### src/rtl/metacognition_mc.sv
// metacognition_mc: multi-channel exploit/explore monitor with quorum vote and dwell hysteresis
// Ports: clk, rst_n (synchronous, active low); theta_tick and cyc_start strobes;
//   ep_strength/ep_valid per-channel episodic inputs; pred_err and input_mismatch force inputs;
//   mode/exploit_mode/explore_mode current state; confidence_level packed 2-bit per channel;
//   err_explore error-streak force flag; mode_change transition pulse; worst_ch weakest valid channel.
// Optional: define METACOG_DECAY_EN to decay idle channels' confidence every DECAY_TICKS theta ticks.
module metacognition_mc #(
    parameter int NCH = 4,
    parameter int SW = 4,
    parameter int EW = 8,
    parameter int EXPLOIT_THR = 6,
    parameter int EXPLORE_THR = 5,
    parameter int ERR_HIGH_THR = 50,
    parameter int ERR_FORCE_WIN = 5,
    parameter int Q_EXPLOIT = 3,
    parameter int Q_EXPLORE = 2,
    parameter int DWELL = 3,
`ifdef METACOG_DECAY_EN
    parameter int DECAY_TICKS = 8,
`endif
    localparam int CW = (NCH > 1) ? $clog2(NCH) : 1
) (
    input  logic              clk,
    input  logic              rst_n,
    input  logic              theta_tick,
    input  logic              cyc_start,
    input  logic [NCH*SW-1:0] ep_strength,
    input  logic [NCH-1:0]    ep_valid,
    input  logic [EW-1:0]     pred_err,
    input  logic              input_mismatch,
    output logic [1:0]        mode,
    output logic              exploit_mode,
    output logic              explore_mode,
    output logic [NCH*2-1:0]  confidence_level,
    output logic              err_explore,
    output logic              mode_change,
    output logic [CW-1:0]     worst_ch
);
    localparam int NW = $clog2(NCH + 1);
    localparam int EC = $clog2(ERR_FORCE_WIN + 1);
    localparam int DW = $clog2(DWELL + 1);
    localparam logic [SW-1:0] HI_S = SW'(EXPLOIT_THR);
    localparam logic [SW-1:0] LO_S = SW'(EXPLORE_THR);
    localparam logic [EW-1:0] ERR_T = EW'(ERR_HIGH_THR);
    localparam logic [EC-1:0] ERR_W = EC'(ERR_FORCE_WIN);
    localparam logic [DW-1:0] DW_MAX = DW'(DWELL);
    localparam logic [NW-1:0] QX = NW'(Q_EXPLOIT);
    localparam logic [NW-1:0] QR = NW'(Q_EXPLORE);

    typedef enum logic [1:0] {NEUTRAL = 2'd0, EXPLOIT = 2'd1, EXPLORE = 2'd2} mode_t;

    mode_t         mode_q, mode_d, tgt;
    logic [1:0]    conf_q [NCH];
    logic [1:0]    conf_d [NCH];
    logic [EC-1:0] err_q, err_d;
    logic [DW-1:0] dwell_q, dwell_d;
    logic [CW-1:0] worst_q, worst_d;
    logic [NW-1:0] n_conf, n_unc;
    logic [SW-1:0] st, ws;
    logic          tick_d, found, err_forced, cand_explore, cand_exploit, mc_q, errx_q;
`ifdef METACOG_DECAY_EN
    localparam int IW = $clog2(DECAY_TICKS);
    localparam logic [IW-1:0] ID_MAX = IW'(DECAY_TICKS - 1);
    logic [IW-1:0] idle_q [NCH];
    logic [IW-1:0] idle_d [NCH];
`endif

    // Confidence update uses the strobe cycle; votes read the registered confidences one cycle later.
    always_comb begin
        n_conf = '0;
        n_unc = '0;
        worst_d = worst_q;
        ws = '0;
        st = '0;
        found = 1'b0;
        for (int i = 0; i < NCH; i++) begin
            st = ep_strength[i*SW +: SW];
            conf_d[i] = conf_q[i];
            if (theta_tick && ep_valid[i])
                conf_d[i] = (st >= HI_S) ? 2'd3 : (st <= LO_S) ? ((conf_q[i] == 2'd3) ? 2'd2 : 2'd1) : 2'd2;
`ifdef METACOG_DECAY_EN
            idle_d[i] = idle_q[i];
            if (theta_tick)
                idle_d[i] = (ep_valid[i] || idle_q[i] == ID_MAX) ? '0 : idle_q[i] + 1'b1;
            if (theta_tick && !ep_valid[i] && idle_q[i] == ID_MAX)
                conf_d[i] = (conf_q[i] == 2'd0) ? 2'd0 : conf_q[i] - 2'd1;
`endif
            if (ep_valid[i]) begin
                n_conf = n_conf + NW'(conf_q[i] == 2'd3);
                n_unc = n_unc + NW'(st <= LO_S && conf_q[i] <= 2'd2);
                // strict compare keeps the lower index on ties
                if (!found || st < ws) begin
                    ws = st;
                    worst_d = CW'(i);
                    found = 1'b1;
                end
            end
        end
    end

    assign err_forced = err_q >= ERR_W;
    assign cand_explore = n_unc >= QR;
    assign cand_exploit = (n_conf >= QX) && !cand_explore;
    assign tgt = cand_explore ? EXPLORE : cand_exploit ? EXPLOIT : NEUTRAL;
    assign err_d = !cyc_start ? err_q : (pred_err <= ERR_T) ? '0 : (err_q == ERR_W) ? err_q : err_q + 1'b1;

    always_comb begin
        mode_d = mode_q;
        dwell_d = dwell_q;
        if (err_forced || input_mismatch) begin
            mode_d = EXPLORE;
            dwell_d = '0;
        end else if (tick_d) begin
            if (dwell_q < DW_MAX) begin
                dwell_d = dwell_q + 1'b1;
            end else if (tgt != mode_q) begin
                mode_d = tgt;
                dwell_d = '0;
            end
        end
    end

    always_ff @(posedge clk) begin
        if (!rst_n) begin
            mode_q <= NEUTRAL;
            conf_q <= '{default: '0};
            err_q <= '0;
            dwell_q <= '0;
            worst_q <= '0;
            tick_d <= 1'b0;
            mc_q <= 1'b0;
            errx_q <= 1'b0;
`ifdef METACOG_DECAY_EN
            idle_q <= '{default: '0};
`endif
        end else begin
            mode_q <= mode_d;
            conf_q <= conf_d;
            err_q <= err_d;
            dwell_q <= dwell_d;
            worst_q <= tick_d ? worst_d : worst_q;
            tick_d <= theta_tick;
            mc_q <= mode_d != mode_q;
            errx_q <= err_forced;
`ifdef METACOG_DECAY_EN
            idle_q <= idle_d;
`endif
        end
    end

    for (genvar i = 0; i < NCH; i++) begin : g_conf
        assign confidence_level[i*2 +: 2] = conf_q[i];
    end

    assign mode = mode_q;
    assign exploit_mode = mode_q == EXPLOIT;
    assign explore_mode = mode_q == EXPLORE;
    assign err_explore = errx_q;
    assign mode_change = mc_q;
    assign worst_ch = worst_q;
endmodule

### config.mk
export PLATFORM = sky130hd
export DESIGN_NAME = metacognition_mc
export DESIGN_NICKNAME = d
export VERILOG_FILES = /design/src/rtl/metacognition_mc.sv
export SDC_FILE = /design/constraint.sdc
export NUM_CORES = 1
export LEC_CHECK = 0
export ABC_AREA = 1
export ABC_CLOCK_PERIOD_IN_PS = 6510
export CAP_MARGIN = 20
export CORE_AREA = 3 3 70 72
export CTS_BUF_LIST = sky130_fd_sc_hd__clkbuf_8
export CTS_CLUSTER_SIZE = 8
export DETAILED_ROUTE_END_ITERATION = 16
export DIE_AREA = 0 0 73 75
export PLACE_DENSITY = 0.66
export SYNTH_ARGS = -nofsm -noshare
export SYNTH_HDL_FRONTEND = slang
export SYNTH_SLANG_ARGS = --single-unit
### constraint.sdc
create_clock -name clk -period 6.51 [get_ports clk]
set_input_delay 0.9765 -clock clk [delete_from_list [all_inputs] [get_ports clk]]
set_output_delay 0.9765 -clock clk [all_outputs]
set_load 0.01 [all_outputs]
==> results.py, run 1 <==
# Physical implementation metrics
metrics = {
    "outcome": {
        "run_status": "completed",
    },
    "pwr": {
        "internal-power_uw": 264.7,
        "p_clk_frac": 0.336,
        "power_frac_comb": 0.297,
        "p_comb_uw": 109,
        "power.total_uw": 368.2,
        "p_sw_uw": 103.5,
        "p_seq_uw": 135,
        "pwr-share-seq": 0.368,
        "pg_clk_uw": 124,
        "top_power_group": "sequential cells",
        "power.leakage_uw": 0.001171,
        "switching_share": 0.2812,
    },
    "logic_synthesis": {
        "yosys.stat.seqShare": 0.2377,
        "ys_async_sr_fraction": 0,
        "xor_share": 0.02080,
        "fp_nets": 313,
        "yosysTopAreaCell": "dfxtp_1",
        "ys_area_sq_mm": 0.001684,
        "synthesis.area_sq_mm": 0.001684,
        "synthTopLogicFamily": "simple AND/OR/NAND/NOR gates",
        "yosys-mux-area-fraction": 0,
        "synth_area_per_cell_sq_um": 6.502,
        "edf_count": 0,
        "netlist_instances": 259,
        "synthTopCellsByCount": "nand2_1 (78), inv_1 (43), ha_1 (21), o21ai_0 (21), dfxtp_1 (20)",
        "adder_share": 0.1560,
        "aoi_share": 0.1738,
        "top_cell": "nand2_1",
        "yosys_warnings": 0,
        "ff_type": "dfxtp_1",
        "simple_gate_area_frac": 0.2897,
        "ys_cells": 259,
        "ys_ff": 20,
        "top_area_frac": 0.2377,
        "synthTopCellsByArea": "dfxtp_1 (24%), nand2_1 (17%), ha_1 (16%), inv_1 (9.6%), o21ai_0 (6.2%)",
    },
    "cells_and_area": {
        "antenna_cells": 0,
        "final_cells": 358,
        "final_nets": 361,
        "stdcell_area_sq_mm": 0.002257,
        "synthToLayoutAreaGrowth_pct": 34.03,
        "layout-drive-gt1-share": 0.05229,
        "final_cell_mix": "nand2_1 (78), clkdlybuf4s50_1 (48), inv_1 (43), o21ai_0 (21), ha_1 (21)",
        "mostFrequentLayoutCell": "nand2_1",
    },
    "hold_path": {
        "min_from": "dwell_q[1]",
        "hold_depth": 2,
        "worstHoldEndpoint": "dwell_q[1]",
        "hold_path.class": "flop to flop",
    },
    "critical_path": {
        "reg2reg_to": "mode_change",
        "crit_start": "ep_valid[0]",
        "crit_chain": "clkdlybuf4s50_1, inv_1, nor2_1, ha_1, nand2_1, nand2_1, ha_1, ha_1, nand2_1, nand2_1, ha_1, nand2_1, inv_1, nor3_1, o21ai_0, a21oi_1, o21ai_0, nand2_1, nand3_1, nand2_1, inv_1",
        "cp_slowest_stage_delay_ns": 0.65,
        "end_kind": "flop",
        "critPathLaunchType": "primary input",
        "crit_path_top_delay_cell": "clkdlybuf4s50_1",
        "r2r_cells": 21,
        "reg2reg_slack_ns": 3.36,
        "path_buffers": 4,
        "cp.arrival_ns": 4.33,
        "path_depth": 21,
        "cp_top_family": "simple AND/OR/NAND/NOR gates",
        "r2r_start": "confidence_level[0]",
        "crit_path_end": "mode_change",
        "worstPathRequired_ns": 6.67,
        "crit_top_cell": "nand2_1",
        "critical_path.max_fanout": 9,
        "path_class": "primary input to flop",
    },
    "detailed_routing": {
        "drt-total-wl_um": 3889,
        "ant_nets": 0,
        "drc": 0,
        "drt_pass1_iterations": 4,
        "via_per_inst": 4.802,
        "drt_iter0_markers": 62,
        "vias": 1719,
    },
    "clock_network": {
        "cts.sinks": 20,
        "path_clk_slew_ns": 0.08,
        "root_buffer": "clkbuf_8",
        "cts_setup_buffers": 0,
        "cts_hold_buf": 0,
        "cts_tree": "yes",
        "cts_max_path_buffers": 2,
        "numCtsBuffers": 3,
        "cts_max_level": 1,
        "clock_latency_ns": 0.26,
    },
    "timing": {
        "rsz0062_at_grt": "no",
        "relSlewSlack": 0.6099,
        "skew_ns": 0.005794,
        "hold_viol": 0,
        "drv_slew": 0,
        "fmax_ghz": 0.2401,
        "period_used_share": 0.6398,
        "fin_crit_ns": 4.165,
        "fin_ws_ns": 2.345,
        "setup-tns-final_ns": 0,
        "setup_viol": 0,
        "hold_slack_ns": 0.4730,
        "tightest_slew_ns": 0.5834,
    },
    "place": {
        "pre_cts_slack_ns": 2.050,
        "dp.cells": 354,
        "dpl_cell_area_sq_mm": 0.002186,
        "io_buffer_count": 48,
        "place_congestion": 0.8877,
        "dp_hpwl_um": 3285,
    },
    "run": {
        "maxCapViolations": 0,
        "warning_count": 27,
    },
    "global_routing": {
        "grt_pass1_vias": 1582,
        "antenna_found_initial": 0,
        "track_usage": 0.1478,
        "grt_pass1_wl_um": 6479,
        "gr-total-overflow": 0,
    },
    "die": {
        "fp.dieW_um": 73,
        "rows": 24,
        "boundaryPins": 49,
        "chipArea_sq_mm": 0.005475,
        "core_area_sq_mm": 0.004354,
        "fp_util": 0.3868,
    },
}
==> run 1: routing by layer <==
metal	wire, um	up-vias	GRT usage	share of wire
met3	215	2	0.02804	0.055
met2	1870	40	0.2711	0.48
li1	-	927	-	-
met5	0	-	0	0
met4	21	0	0.02869	0.0054
met1	1780	750	0.1798	0.46
==> run 1: state kept, by name, summed over array words and instances (netlist names) <==
name,count
confidence_level,8
err_q,3
dwell_q,2
mode,2
worst_ch,2
err_explore,1
mode_change,1
tick_d,1
==> run 1: area by class of cell <==
type                       instances  area (sq um)
inverter                          43         161.4
tap                               52         65.06
fill                             410          2097
sequential                        20         400.4
multi-input combinational        191          1079
clock inverter                     1         30.03
clock buffer                       3         41.29
timing repair buffer              48         480.5
Fig. 1: run 1, gate families picked out
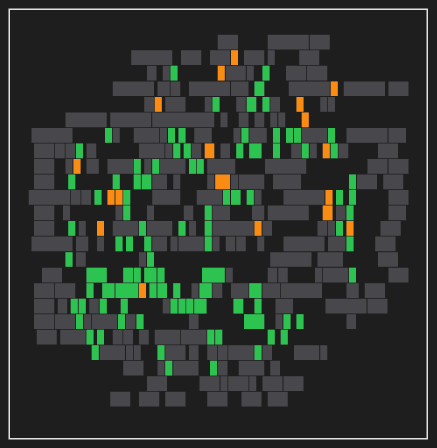
legend:
  green:
    family: nand cells
    cells: 95
  orange:
    family: nor cells
    cells: 18

Fig. 2: run 1, routing congestion map
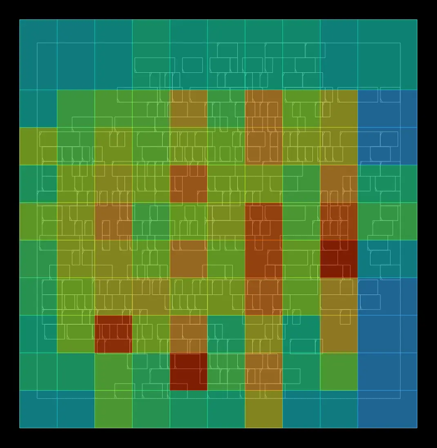
GR Util met1: 0.1798
Final Util: 0.5184
WL per Instance: 10.86 um

Fig. 3: run 1, routed metal, one color a layer
Bar = 20 um. Two of the layers only.
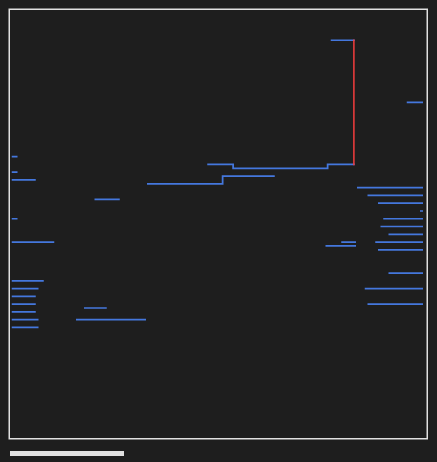
legend:
  blue:
    layer: M3
    wire_length: 216 um
  red:
    layer: M4
    wire_length: 21.8 um

==> run 2, diff against run 1 <==
- ABC_CLOCK_PERIOD_IN_PS: 6510 -> 3300
- PLACE_DENSITY: 0.66 -> 0.69
- clock period: 6.51 -> 3.3 ns (I/O delays scaled with it)
Fig. 4: run 2, register map, names as in the netlist
Bar = 20 um.
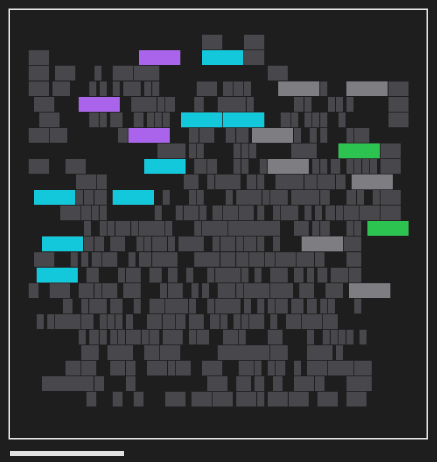
legend:
  purple:
    signal: err_q
    sequential_cells: 3
  cyan:
    signal: confidence_level
    sequential_cells: 8
  green:
    signal: mode
    sequential_cells: 2
not colored: 7

==> run 2 against run 1 <==
Net effect:
- routed wire length up 8.3%
- sequential power up 98%
- global-route usage up 1.9 points
- clock-buffer cell count up 1
- sequential share of layout area down 2.0 points
- via count up 6.2%
- non-clock buffer count up 34
- total power up 97%
- cell count up 9.5%
- critical path type unchanged
- critical endpoint is now worst_ch[1]
==> results.py, run 2 <==
# Physical implementation metrics
metrics = {
    "critical_path": {
        "cp_slowest_stage_delay_ns": 0.50,
        "r2r_cells": 22,
        "r2r_start": "confidence_level[1]",
        "crit_start": "ep_strength[0]",
        "crit_path_top_delay_cell": "clkdlybuf4s50_1",
        "reg2reg_slack_ns": 0.22,
        "worstPathRequired_ns": 3.50,
        "path_depth": 28,
        "cp_top_family": "simple AND/OR/NAND/NOR gates",
        "crit_top_cell": "nand2_1",
        "cp.arrival_ns": 3.31,
    },
    "logic_synthesis": {
        "ys_area_sq_mm": 0.001684,
        "yosysTopAreaCell": "dfxtp_1",
        "synth_area_per_cell_sq_um": 6.502,
        "netlist_instances": 259,
        "edf_count": 0,
        "ys_ff": 20,
        "fp_nets": 313,
        "top_cell": "nand2_1",
        "ys_async_sr_fraction": 0,
        "ys_cells": 259,
    },
    "timing": {
        "fmax_ghz": 0.3210,
        "period_used_share": 0.9440,
        "hold_viol": 0,
        "skew_ns": 0.001852,
        "setup-tns-final_ns": 0,
        "fin_crit_ns": 3.115,
        "relSlewSlack": 0.6470,
        "fin_ws_ns": 0.1848,
    },
    "global_routing": {
        "antenna_found_initial": 0,
        "gr-total-overflow": 0,
        "track_usage": 0.1667,
        "busiest_layer": "met2",
        "grt_util_met1": 0.2107,
        "grtUsageMet2": 0.2870,
        "met3_usage": 0.03738,
        "grt_pass1_wl_um": 7231,
        "grt_pass1_vias": 1716,
    },
    "cells_and_area": {
        "synthToLayoutAreaGrowth_pct": 51.11,
        "final_core_util": 0.5845,
        "fillCellCount": 411,
        "seq_area_sq_um": 400.4,
        "final_cells": 392,
        "combGateArea_sq_mm": 0.001162,
        "final_cell_mix": "nand2_1 (74), inv_1 (43), clkdlybuf4s50_1 (41), buf_4 (34), dfxtp_1 (20)",
        "final_nets": 395,
        "mostFrequentLayoutCell": "nand2_1",
    },
    "detailed_routing": {
        "wl_per_cell_um": 10.75,
        "drt_pass1_iterations": 4,
        "drt-total-wl_um": 4213,
        "drc": 0,
        "wl_met3_um": 167,
        "met1Wirelength_um": 1949,
        "highest_layer": "met4",
        "wl_met2_um": 2056,
        "drt_iter0_markers": 75,
    },
    "pwr": {
        "internal-power_uw": 504.1,
        "top_power_group": "combinational cells",
        "pg_clk_uw": 188,
        "power.leakage_uw": 0.001329,
        "pwr-share-seq": 0.367,
        "switching_share": 0.3059,
        "power.total_uw": 726.4,
        "p_seq_uw": 267,
    },
    "outcome": {
        "run_status": "completed",
    },
    "place": {
        "place_congestion": 0.8372,
        "dp.cells": 384,
        "pre_cts_slack_ns": -0.5731,
    },
    "clock_network": {
        "cts_tree": "yes",
        "cts_hold_buf": 0,
        "root_buffer": "clkbuf_8",
        "numCtsBuffers": 3,
        "cts_max_path_buffers": 2,
        "cts_max_level": 1,
        "path_clk_slew_ns": 0.07,
    },
    "die": {
        "boundaryPins": 49,
    },
    "run": {
        "maxCapViolations": 0,
    },
}
run 2: cell counts after synthesis:
No cell type changed its count.
run 2: cell families after synthesis:
logic type                 synth area share
and+or+nand+nor                      0.2897
AOI/OAI and AO/OA                    0.1739
buffers and inverters                0.1218
adders and majority gates            0.1560
DFF                                  0.2377
xor gates and xnor gates            0.02081
run 2: worst min-delay path by stage:
stage                       to  cells past startpoint
global route        dwell_q[0]                      2
global placement    dwell_q[1]                      2
detailed placement  dwell_q[1]                      2
finish              dwell_q[1]                      2
CTS                 dwell_q[1]                      2
floorplan           dwell_q[1]                      2
run 2: area by class of cell:
type | instances | share of cell area
tap | 52 | 0.02557
multi-input combinational | 191 | 0.4567
timing repair buffer | 82 | 0.2753
inverter | 43 | 0.06342
sequential | 20 | 0.1573
clock buffer | 4 | 0.02163
Power figures rest on the tool's default switching activity, not on a simulated workload.
